## src/rtl/mem_dump_ctrl.sv

```systemverilog
// rtl/mem_dump_ctrl.sv - end-of-run halt, data-memory dump streamer and run watchdog
module mem_dump_ctrl #(
    parameter int DEPTH          = 512,
    parameter int ADDR_W         = 9,
    parameter int DATA_W         = 32,
    parameter int TIMEOUT_CYCLES = 300
) (
    input  logic              clk,
    input  logic              rst_n,
    input  logic              finish_i,
    output logic              halt_o,
    output logic              mem_rd_o,
    output logic [ADDR_W-1:0] mem_addr_o,
    input  logic [DATA_W-1:0] mem_rdata_i,
    output logic              out_valid_o,
    input  logic              out_ready_i,
    output logic [DATA_W-1:0] out_data_o,
    output logic [ADDR_W-1:0] out_index_o,
    output logic              out_last_o,
    output logic              done_o,
    output logic              timeout_o
);

    typedef enum logic [2:0] {
        S_RUN     = 3'd0,
        S_ISSUE   = 3'd1,
        S_CAPTURE = 3'd2,
        S_PRESENT = 3'd3,
        S_DONE    = 3'd4,
        S_TIMEOUT = 3'd5
    } state_t;

    localparam logic [15:0]       LP_CNT_LAST = 16'(TIMEOUT_CYCLES - 1);
    localparam logic [ADDR_W-1:0] LP_IDX_LAST = ADDR_W'(DEPTH - 1);

    state_t              r_state;
    state_t              w_next;
    logic [15:0]         r_cnt;
    logic [ADDR_W-1:0]   r_idx;
    logic [DATA_W-1:0]   r_data;
    logic                r_halt;
    logic                r_done;
    logic                r_timeout;
    logic                w_valid;
    logic                w_hs;
    logic                w_idx_last;
    logic                w_cnt_last;

    assign w_idx_last = (r_idx == LP_IDX_LAST);
    assign w_cnt_last = (r_cnt == LP_CNT_LAST);
    assign w_hs       = w_valid & out_ready_i;

    // State register
    always_ff @(posedge clk or negedge rst_n) begin
        if (!rst_n) begin
            r_state <= S_RUN;
        end else begin
            r_state <= w_next;
        end
    end

    // Next-state decode; finish takes priority over a watchdog expiry on the same edge
    always_comb begin
        w_next = r_state;
        case (r_state)
            S_RUN: begin
                if (finish_i) begin
                    w_next = S_ISSUE;
                end else if (w_cnt_last) begin
                    w_next = S_TIMEOUT;
                end
            end
            S_ISSUE:   w_next = S_CAPTURE;
            S_CAPTURE: w_next = S_PRESENT;
            S_PRESENT: begin
                if (w_hs) begin
                    w_next = w_idx_last ? S_DONE : S_ISSUE;
                end
            end
            S_DONE:    w_next = S_DONE;
            S_TIMEOUT: w_next = S_TIMEOUT;
            default:   w_next = S_RUN;
        endcase
    end

    // Datapath: watchdog counter, word index, captured word and sticky status flags
    always_ff @(posedge clk or negedge rst_n) begin
        if (!rst_n) begin
            r_cnt     <= '0;
            r_idx     <= '0;
            r_data    <= '0;
            r_halt    <= 1'b0;
            r_done    <= 1'b0;
            r_timeout <= 1'b0;
        end else begin
            if (r_state == S_RUN) begin
                r_cnt <= r_cnt + 16'd1;
                if (finish_i) begin
                    r_idx  <= '0;
                    r_halt <= 1'b1;
                end else if (w_cnt_last) begin
                    r_halt    <= 1'b1;
                    r_timeout <= 1'b1;
                end
            end
            if (r_state == S_CAPTURE) begin
                r_data <= mem_rdata_i;
            end
            if ((r_state == S_PRESENT) && w_hs) begin
                if (w_idx_last) begin
                    r_done <= 1'b1;
                end else begin
                    r_idx <= r_idx + ADDR_W'(1);
                end
            end
        end
    end

    // Output decode from registered state and datapath
    always_comb begin
        mem_rd_o    = (r_state == S_ISSUE);
        w_valid     = (r_state == S_PRESENT);
        out_valid_o = w_valid;
        out_last_o  = w_valid & w_idx_last;
        mem_addr_o  = r_idx;
        out_index_o = r_idx;
        out_data_o  = r_data;
        halt_o      = r_halt;
        done_o      = r_done;
        timeout_o   = r_timeout;
    end

endmodule

```

## config.mk

```make
export PLATFORM = sky130hd
export DESIGN_NAME = mem_dump_ctrl
export DESIGN_NICKNAME = d
export VERILOG_FILES = /design/src/rtl/mem_dump_ctrl.sv
export SDC_FILE = /design/constraint.sdc
export NUM_CORES = 1
export LEC_CHECK = 0
export CAP_MARGIN = 5
export CORE_MARGIN = 2
export CORE_UTILIZATION = 42
export CTS_CLUSTER_DIAMETER = 120
export CTS_CLUSTER_SIZE = 28
export DETAILED_ROUTE_END_ITERATION = 7
export PLACE_DENSITY = 0.74
export SLEW_MARGIN = 20
export SYNTH_ARGS = -nofsm -noshare
export SYNTH_HDL_FRONTEND = slang
export SYNTH_SLANG_ARGS = --single-unit
```

## constraint.sdc

```tcl
create_clock -name clk -period 2.5 [get_ports clk]
set_input_delay 0.5 -clock clk [delete_from_list [all_inputs] [get_ports clk]]
set_output_delay 0.5 -clock clk [all_outputs]
set_load 0.005 [all_outputs]
```

metal_stack.png
Scale: 4 px per um. Two of the layers only.
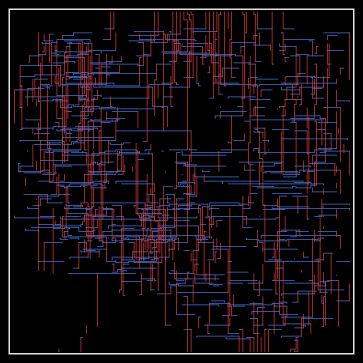
- met1: blue (wire length 2,540 um)
- met2: red (wire length 2,720 um)
Total GRT Usage: 16.8%
Via Count: 2,020

met3.png
Scale: 4 px per um.
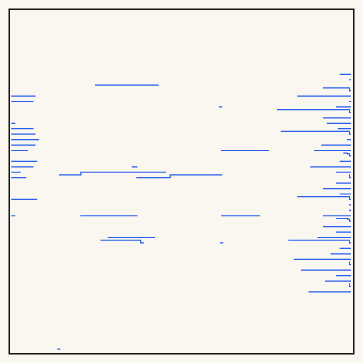
- main direction: horizontal
- share of all routed wire: 7.4%

cell_classes.png
Scale: 3 px per um.
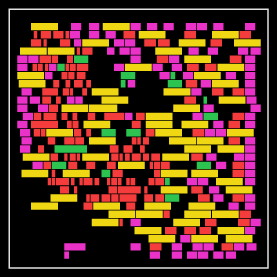
- other buffers and delay cells: magenta (cells 100; share of their area 25%)
- flops: yellow (cells 63; share of their area 40%)
- clock drivers and dummy loads: green (cells 16; share of their area 4.8%)
- all other logic: red (cells 140; share of their area 29%)

registers.png
Scale: 6 px per um. Other sequential cells in the stronger grey, the rest of the logic in the fainter grey.
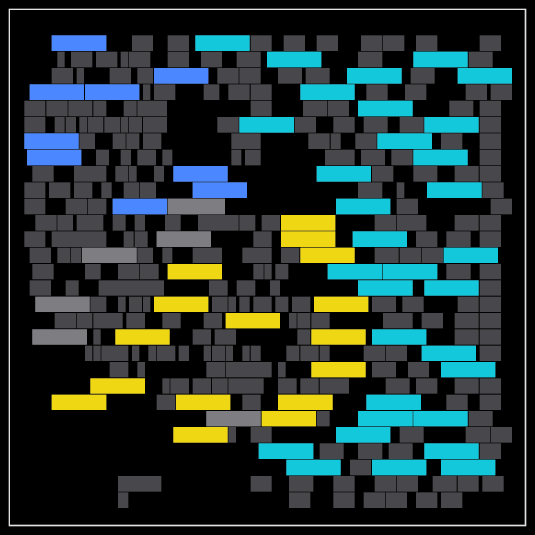
- out_data_o: cyan (placed flops 32)
- r_cnt: yellow (placed flops 16)
- mem_addr_o: blue (placed flops 9; where north-west)

==> impl_metrics.toml <==
# flow metrics
[floorplan]
io_pins = 92
core_um2 = 6420
die_area_um2 = 7360
fp-utilization_pct = 43.7
die_y_um = 85.8
rows = 29
fp.dieW_um = 85.8

[final_timing]
clock.fmax_mhz = 412
slew_headroom_pct = 69.4
final_hold_viol_count = 0
worst_slew_pin_slew_ns = 0.453
period_used_pct = 97.1
finalSetupTns_ns = 0
setup_viol = 0
hold_slack_ns = 0.155
final.setup_skew_ns = 0.00680
finalCriticalPeriod_ns = 2.43
drv_slew = 0

[power]
clkPwrFrac_pct = 20.3
swShare_pct = 28.9
p_sw_mw = 1.20
p_int_mw = 2.95
total_power_mw = 4.15
pwr-share-seq_pct = 39.4
p_leak_nw = 1.74
ir_drop_uv = 529
cellPowerDensity_nw_per_um2 = 1040
power_frac_comb_pct = 40.3

[synthesis]
syn_inst = 221
synth.largest_area_cell = "dfrtp_1"
ys_ff = 63
yosysUniqueCellTypes = 38
yosysSeqAreaShare_pct = 56.1
syn_area_um2 = 2810
top_cell_area_share_pct = 56.1
ys_chip_area_um2 = 2810
edf_count = 0
ys_warn_count = 0
syn_avg_cell_area_um2 = 12.7
topCellsByArea = "dfrtp_1 (56%), mux2_2 (13%), xnor2_1 (3.1%)"
postSynth.asyncResetShare_pct = 100
most_common_cell = "dfrtp_1"
ys_top_cells_by_count = "dfrtp_1 (63), mux2_2 (32), nand2_1 (19)"
ys_cells = 221
synthesis.nets = 261
ff_type = "dfrtp_1"

[outcome]
failed_checks = "DRC"
status = "finished with violations"

[setup_path]
critPathMaxFanout = 4
crit_arrival_ns = 1.93
criticalPathCategory = "flop to output pin"
cp-end-kind = "output pin"
crit_required_ns = 2.00
cp-start-kind = "flop"

[cts]
path_clk_slew_ns = 0.07
htreeDepth = 3
cts_tree = "yes"
cts_buffer_depth = 2
clock_latency_ns = 0.34
numCtsBuffers = 9
hold_buffers = 0
clock_sinks = 63
cts_root_buf = "clkbuf_8"

[placed_design]
place_congestion = 0.797
port_buffers = 91
dpl_cell_area_um2 = 3730
dpl.hpwl_um = 3890

[layout]
fin_util_pct = 62.2
num-nets-final = 354
filler_cell_count = 535
fin_area_um2 = 4000
drive_gt1_share_pct = 21.0
area_delta_synth_final_pct = 42.2
n_antenna_cell = 0

[route]
firstDrtPassIters = 6
vias_per_cell = 5.10
postRouteAntennaNets = 0
drt-total-wl_um = 5800
wl_per_cell_um = 14.6
route.detailed.drc = 10
drt_iter0_markers = 62

[grt]
grt_pass1_vias = 2065
grt_overflow_total = 0
grt_max_degree = 64
grt_pass1_wl_um = 9650
antenna_found_initial = 0

[hold_path]
hold_path.class = "input pin to async pin"

[flow_run]
warning_count = 27
cap_violations = 0
critical path, cell delays in order, from the launching register on:
cell and delay (ns):
dfrtp_1 0.36, ha_2 0.23, nand3_2 0.10, nor2_4 0.14, ha_4 0.15, and2_1 0.12, clkdlybuf4s50_1 0.50
through the flow:
step           setup WS, ns  cells
6_report             0.0726    396
5_1_grt             -0.0136    396
4_1_cts             0.00908    395
3_5_place_dp          0.288    374
3_3_place_gp          0.293    374
2_1_floorplan         0.736    221
kinds of logic after synthesis:
group | Yosys count | synth area share [%]
AND/OR/NAND/NOR | 67 | 14.3
buffers and inverters | 19 | 4.59
multiplexers | 36 | 14.3
AND-OR/OR-AND | 15 | 3.70
adder cells (fa/ha/maj) | 4 | 1.78
flip-flops | 63 | 56.1
XOR/XNOR | 17 | 5.30
state kept, by name, summed over array words and instances (netlist names):
name	flops
r_state	3
r_cnt	16
mem_addr_o	9
done_o	1
halt_o	1
out_data_o	32
timeout_o	1
power groups by stage:
stage | clock (mW) | combinational [mW] | sequential (mW)
6_report | 0.842 | 1.67 | 1.63
2_1_floorplan | 0 | 0.833 | 1.62
3_3_place_gp | 0 | 1.63 | 1.64
3_5_place_dp | 0 | 1.64 | 1.66
4_1_cts | 0.876 | 1.70 | 1.63
5_1_grt | 0.916 | 1.82 | 1.70
per-layer routing:
layer  up-vias  global-route usage, %  part of all wire, %
li1        953                      -                    -
met1       986                   21.5                   44
met2        70                   26.5                   47
met3        11                   5.29                  7.4
met4         0                   7.22                  1.9
met5         -                      0                    0
final timing paths:
kind,startpoint,endpoint,slack (ns),cells past startpoint
worst min register to register,timeout_o,timeout_o,0.47,2
worst max-delay path,mem_addr_o[1],out_last_o,0.07,6
worst min-delay path,rst_n,r_cnt[1],0.16,2
min in group clk,timeout_o,timeout_o,0.47,2
worst max register to register,mem_addr_o[1],mem_addr_o[6],0.53,9
max in group asynchronous,rst_n,out_data_o[0],2.05,2
placed cells by master, fill, tap and decap left out, types with 2 or more instances in the layout:
cell type,instances
and2_1,5
a22o_1,2
xor2_1,7
dfrtp_1,62
o21ai_0,2
nor3_1,3
xnor2_1,10
ha_1,2
mux2i_1,4
a21oi_1,3
mux2_2,32
clkbuf_8,9
o21bai_1,3
nand3_1,7
and3_1,4
buf_4,8
clkinv_2,3
nand4_1,6
clkdlybuf4s50_1,90
nand3b_1,2
nor4b_1,3
nor2_1,4
nand2_1,19
and4_1,2
what timing repair did:
| item | 4_1_cts | 5_1_grt |
|---|---|---|
| buffers inserted | 5 | 1 |
| setup endpoints to repair | 1 | 1 |
| pin swaps | 0 | 2 |
| gates resized | 3 | 5 |
area by class of cell:
class / count / area [um2] / area share (%)
clock buffer: 10 / 128 / 3.19
clock inverter: 6 / 61.3 / 1.53
inverter: 1 / 3.75 / 0.0940
multi-input combinational: 139 / 1140 / 28.6
sequential: 63 / 1580 / 39.5
tap: 77 / 96.3 / 2.41
timing repair buffer: 100 / 986 / 24.7
Power and IR drop assume default switching activity.
